===== config.mk =====
export PLATFORM = sky130hd
export DESIGN_NAME = hazard_forward_controller
export DESIGN_NICKNAME = d
export VERILOG_FILES = /design/src/rtl/riscv_hazard_pkg.sv /design/src/rtl/hazard_stage_tracker.sv /design/src/rtl/hazard_forward_controller.sv
export SDC_FILE = /design/constraint.sdc
export NUM_CORES = 1
export LEC_CHECK = 0
export CAP_MARGIN = 20
export CELL_PAD_IN_SITES_DETAIL_PLACEMENT = 0
export CELL_PAD_IN_SITES_GLOBAL_PLACEMENT = 1
export CORE_MARGIN = 5
export CORE_UTILIZATION = 36
export CTS_CLUSTER_SIZE = 14
export DETAILED_ROUTE_END_ITERATION = 7
export PLACE_DENSITY = 0.78
export SETUP_SLACK_MARGIN = 0.5
export SLEW_MARGIN = 0
export SYNTH_ARGS = -nofsm -noshare
export SYNTH_HDL_FRONTEND = slang
export SYNTH_HIERARCHICAL = 1
export SYNTH_SLANG_ARGS = --single-unit

===== constraint.sdc =====
create_clock -name CLK -period 2.9 [get_ports CLK]
set_input_delay 0.58 -clock CLK [delete_from_list [all_inputs] [get_ports CLK]]
set_output_delay 0.58 -clock CLK [all_outputs]
set_load 0.03 [all_outputs]

===== src/rtl/riscv_hazard_pkg.sv =====
// Shared types for the EX-stage hazard/forwarding controller.
// Covers forward select encodings, FSM states and in-flight stage records.
package riscv_hazard_pkg;

  localparam int REG_ADDR_BITS = 5;
  localparam int STAGES        = 3;  // EX, MEM, WB

  typedef enum logic [1:0] {
    FWD_REGFILE   = 2'b00,
    FWD_WB_MUX    = 2'b01,
    FWD_EXMEM_REG = 2'b10,
    FWD_ALT       = 2'b11
  } fwd_sel_t;

  typedef enum logic {
    RUN        = 1'b0,
    LOAD_STALL = 1'b1
  } hazard_state_t;

  typedef struct packed {
    logic                     valid;
    logic [REG_ADDR_BITS-1:0] rd;
    logic                     reg_write;
    logic                     is_load;
  } stage_rec_t;

  // x0 is hardwired, so a write to it never produces a forwardable value
  function automatic logic is_producer(input stage_rec_t r);
    return r.valid & r.reg_write & (r.rd != '0);
  endfunction

  // Nearer stage (EX) wins because it holds the younger write to the register
  function automatic fwd_sel_t src_fwd(input stage_rec_t ex, input stage_rec_t mem,
                                       input logic use_src,
                                       input logic [REG_ADDR_BITS-1:0] rs);
    if (use_src && is_producer(ex) && (ex.rd == rs))
      return FWD_EXMEM_REG;
    else if (use_src && is_producer(mem) && (mem.rd == rs))
      return FWD_WB_MUX;
    else
      return FWD_REGFILE;
  endfunction

endpackage


===== src/rtl/hazard_stage_tracker.sv =====
// One in-flight stage record: clear beats load, otherwise the record holds.
// Only the valid bit is reset; the payload is meaningless while invalid.
module hazard_stage_tracker
  import riscv_hazard_pkg::*;
(
  input  logic       CLK,
  input  logic       RST_n,
  input  logic       load,
  input  logic       clear,
  input  stage_rec_t rec_d,
  output stage_rec_t rec_q
);

  logic                     valid_p1;
  logic [REG_ADDR_BITS-1:0] rd_p1;
  logic                     reg_write_p1;
  logic                     is_load_p1;

  always_ff @(posedge CLK or negedge RST_n) begin
    if (!RST_n)
      valid_p1 <= 1'b0;
    else if (clear)
      valid_p1 <= 1'b0;
    else if (load)
      valid_p1 <= rec_d.valid;
  end

  always_ff @(posedge CLK) begin
    if (load) begin
      rd_p1        <= rec_d.rd;
      reg_write_p1 <= rec_d.reg_write;
      is_load_p1   <= rec_d.is_load;
    end
  end

  assign rec_q = '{valid: valid_p1, rd: rd_p1, reg_write: reg_write_p1, is_load: is_load_p1};

endmodule


===== src/rtl/hazard_forward_controller.sv =====
// Tracks EX/MEM/WB destination registers, registers ALU/store forward selects
// for the instruction entering EX, and sequences the one-cycle load-use stall.
module hazard_forward_controller
  import riscv_hazard_pkg::*;
#(
  parameter int reg_addr_bits = REG_ADDR_BITS
) (
  input  logic                     CLK,
  input  logic                     RST_n,
  input  logic                     id_valid,
  input  logic [reg_addr_bits-1:0] id_rs1,
  input  logic [reg_addr_bits-1:0] id_rs2,
  input  logic [reg_addr_bits-1:0] id_rd,
  input  logic                     id_use_rs1,
  input  logic                     id_use_rs2,
  input  logic                     id_reg_write,
  input  logic                     id_is_load,
  input  logic                     id_alu_src_imm,
  input  logic                     id_zero_a,
  input  logic                     flush,
  input  logic                     freeze,
  output logic [1:0]               forward_controller_1,
  output logic [1:0]               forward_controller_2,
  output logic [1:0]               store_data_sel,
  output logic                     pc_write,
  output logic                     ifid_write,
  output logic                     idex_bubble
);

  stage_rec_t    recs [STAGES];
  stage_rec_t    id_rec_p0;
  hazard_state_t state_q, state_d;
  logic          hazard, stall, kill_ex;
  fwd_sel_t      rs1_sel, rs2_sel;
  fwd_sel_t      fwd1_p1, fwd2_p1, sd_p1;

  assign id_rec_p0 = '{valid: id_valid, rd: id_rd, reg_write: id_reg_write, is_load: id_is_load};

  assign hazard = id_valid && is_producer(recs[0]) && recs[0].is_load &&
                  ((id_use_rs1 && (id_rs1 == recs[0].rd)) ||
                   (id_use_rs2 && (id_rs2 == recs[0].rd)));

  // Once stalled the load has moved to MEM, so the hazard is never re-raised
  assign stall   = (state_q == RUN) && hazard && !flush && !freeze;
  assign kill_ex = flush || stall;

  assign rs1_sel = src_fwd(recs[0], recs[1], id_use_rs1, id_rs1);
  assign rs2_sel = src_fwd(recs[0], recs[1], id_use_rs2, id_rs2);

  // ---- ID -> EX -> MEM -> WB record pipeline ----
  for (genvar g = 0; g < STAGES; g++) begin : g_stage
    if (g == 0) begin : g_ex
      hazard_stage_tracker u_trk (
        .CLK   (CLK),
        .RST_n (RST_n),
        .load  (!freeze),
        .clear (!freeze && kill_ex),
        .rec_d (id_rec_p0),
        .rec_q (recs[g])
      );
    end else begin : g_later
      hazard_stage_tracker u_trk (
        .CLK   (CLK),
        .RST_n (RST_n),
        .load  (!freeze),
        .clear (1'b0),
        .rec_d (recs[g-1]),
        .rec_q (recs[g])
      );
    end
  end

  // ---- EX-stage operand selects, captured at the advance edge ----
  always_ff @(posedge CLK or negedge RST_n) begin
    if (!RST_n) begin
      fwd1_p1 <= FWD_REGFILE;
      fwd2_p1 <= FWD_REGFILE;
      sd_p1   <= FWD_REGFILE;
    end else if (!freeze) begin
      if (kill_ex) begin
        fwd1_p1 <= FWD_REGFILE;
        fwd2_p1 <= FWD_REGFILE;
        sd_p1   <= FWD_REGFILE;
      end else begin
        fwd1_p1 <= id_zero_a      ? FWD_ALT : rs1_sel;
        fwd2_p1 <= id_alu_src_imm ? FWD_ALT : rs2_sel;
        sd_p1   <= rs2_sel;
      end
    end
  end

  assign forward_controller_1 = fwd1_p1;
  assign forward_controller_2 = fwd2_p1;
  assign store_data_sel       = sd_p1;

  always_ff @(posedge CLK or negedge RST_n) begin
    if (!RST_n)
      state_q <= RUN;
    else
      state_q <= state_d;
  end

  always_comb begin
    state_d     = state_q;
    pc_write    = 1'b1;
    ifid_write  = 1'b1;
    idex_bubble = 1'b0;
    if (freeze) begin
      pc_write   = 1'b0;
      ifid_write = 1'b0;
    end else begin
      state_d = RUN;
      if (flush) begin
        idex_bubble = 1'b1;
      end else if (stall) begin
        pc_write    = 1'b0;
        ifid_write  = 1'b0;
        idex_bubble = 1'b1;
        state_d     = LOAD_STALL;
      end
    end
  end

endmodule


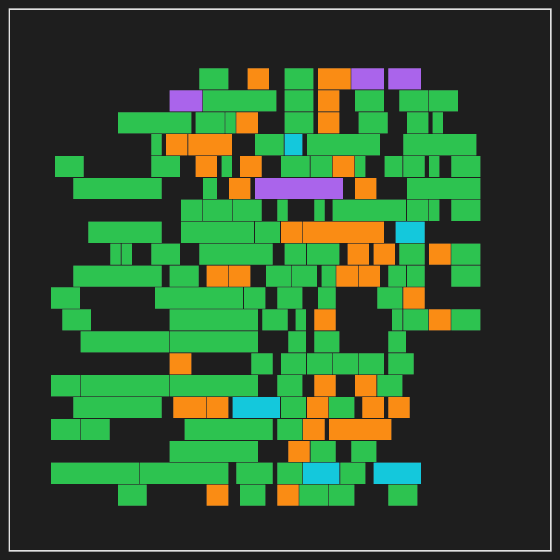
Figure 1: cells by drive strength.
colour	size	cells	share
green	x1 and smaller	108	70%
purple	x6 and larger	4	2.6%
orange	x3 and x4	37	24%
cyan	x2	5	3.2%

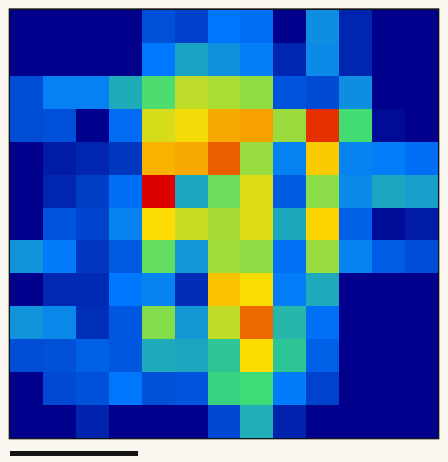
Figure 2: routed metal per tile.
Scale bar: 20 um. The die is cut into 13 by 13 equal tiles; dark blue is low, red is high, scaled to the fullest tile. Values are wire area over tile area, all layers added.
tiles over half the peak	21%
emptiest ninth of the die	lower right
nearly empty tiles	25%
mean over tiles	0.092
densest ninth of the die	centre

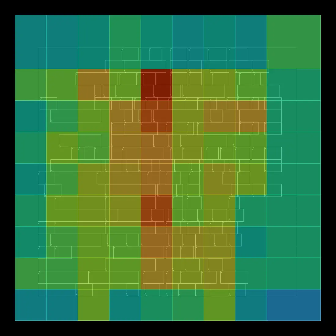
Figure 3: routing congestion map.
Wirelength per Cell: 13.27 um
GR Util met2: 0.2184

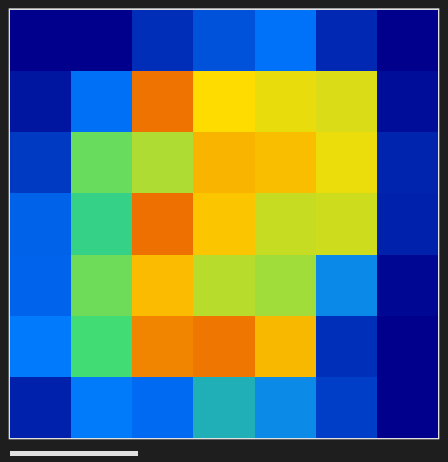
Figure 4: local utilization.
Scale bar: 20 um. The die is cut into 7 by 7 equal tiles; dark blue is low, red is high, 0 to 100% covered.
emptiest ninth of the die	lower right
fullest tile	87%
tiles over 75% full	18%
nearly empty tiles	12%
mean over tiles	39%

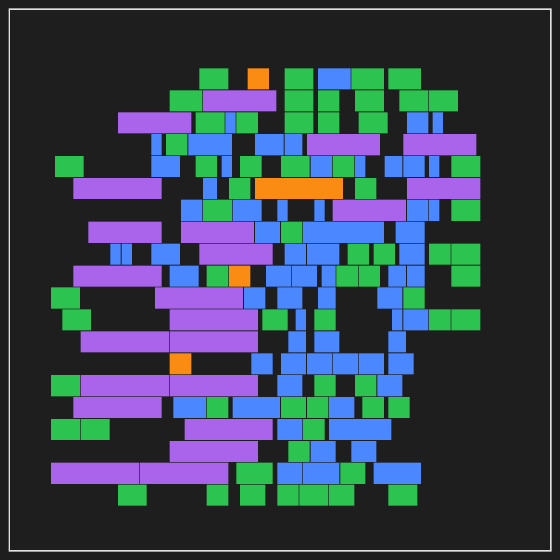
Figure 5: placement by cell class.
colour	class	cells	share of their area
orange	clock drivers and dummy loads	4	3.0%
green	remaining buffers and delay cells	63	32%
blue	remaining logic cells	65	31%
purple	registers	22	35%

==> flow_metrics.py <==
# Synthesis and PnR figures
metrics = {
    "critical_path": {
        "crit_buf_inv": 4,
        "r2r_setup_slack_ps": 550,
        "crit_slowest_cell": "or4_4",
        "crit_path_max_fanout": 3,
        "critPathKind": "reg -> out",
        "crit_arrival_ps": 2330,
        "worst-path-stages": 8,
        "critPathCapture": "idex_bubble",
        "end_kind": "output port",
        "cpLargestDelayFamily": "buffers and inverters",
        "reg2reg_depth": 8,
        "path_cells": "buf_4 > or4_4 > o211ai_1 > buf_4 > a2111oi_4 > buf_4 > o21a_4 > buf_6",
        "slowest_delay_ps": 530,
        "crit_path_start": "g_stage[0].g_ex.u_trk/rd_p1[1]$_DFFE_PP_",
    },
    "power": {
        "clk-power_mw": 0.234,
        "seq_power_mw": 0.375,
        "p_int_mw": 0.5876,
        "total_power_mw": 0.7714,
        "p_sw_frac": 0.2382,
        "power_frac_seq": 0.486,
        "leakage_nw": 0.7265,
        "switching_power_mw": 0.1838,
        "powerDensity_nw_per_um2": 423.4,
    },
    "cells_and_area": {
        "antenna_cells": 0,
        "final_nets": 181,
        "clock_area_frac": 0.02885,
        "lay_top_cells": "buf_4, clkdlybuf4s50_1, edfxtp_1, xnor2_1, dfrtp_1",
        "seq_share": 0.3379,
        "fillers": 257,
        "n_all_buffers": 63,
        "clkbuf_count": 3,
        "largest_registers": "g_stage.g_ex.u_trk/rd_p1 (5), g_stage.g_later.u_trk/rd_p1 (5)",
        "area.growth.synth_to_final_pct": 55.56,
        "layout_top_cell": "buf_4",
        "ff_count": 22,
        "buffer_area_frac": 0.3063,
        "stdcell_count": 198,
        "layout-drive-gt1-share": 0.2987,
    },
    "cts": {
        "post-cts-setup-buffers": 3,
        "cts_max_level": 1,
        "cts_tree": "built",
        "clockRootBuffer": "clkbuf_4",
        "cts_resized": 20,
        "clock_sinks": 22,
    },
    "global_route": {
        "grt-ovfl-total": 0,
        "met3_usage": 0.03541,
        "grt_max_degree": 16,
    },
    "detailed_routing": {
        "routed.top_layer": "met4",
        "wl_met3_um": 130,
        "vias": 925,
        "drtIter0Drc": 31,
        "ant_nets": 0,
        "dr_wl_met2_um": 1379,
        "first_pass_iters": 4,
    },
    "min_path": {
        "hold_depth": 2,
        "hold_class": "reg -> reg",
        "min_to": "store_data_sel[0]$_DFFE_PN0N_",
    },
    "die": {
        "taps": 44,
        "fp.dieW_um": 67.04,
        "dieArea_um2": 4494,
        "io_pins": 35,
    },
    "placed_design": {
        "port_buffers": 34,
        "dp.cells": 185,
    },
    "job": {
        "drv_cap": 0,
    },
    "final_timing": {
        "setup_viol": 1,
        "clock_skew_ps": 11.32,
        "fmax_mhz": 343.6,
        "finalWorstSetupSlack_ps": -10.15,
        "whs_ps": 501.5,
        "post-route-period-util": 1.003,
    },
    "outcome": {
        "status": "complete, but fails checks",
        "violations": "negative setup slack",
    },
    "logic_synthesis": {
        "syn_area_um2": 1171,
    },
}
Power is estimated from default activity; no workload was simulated.
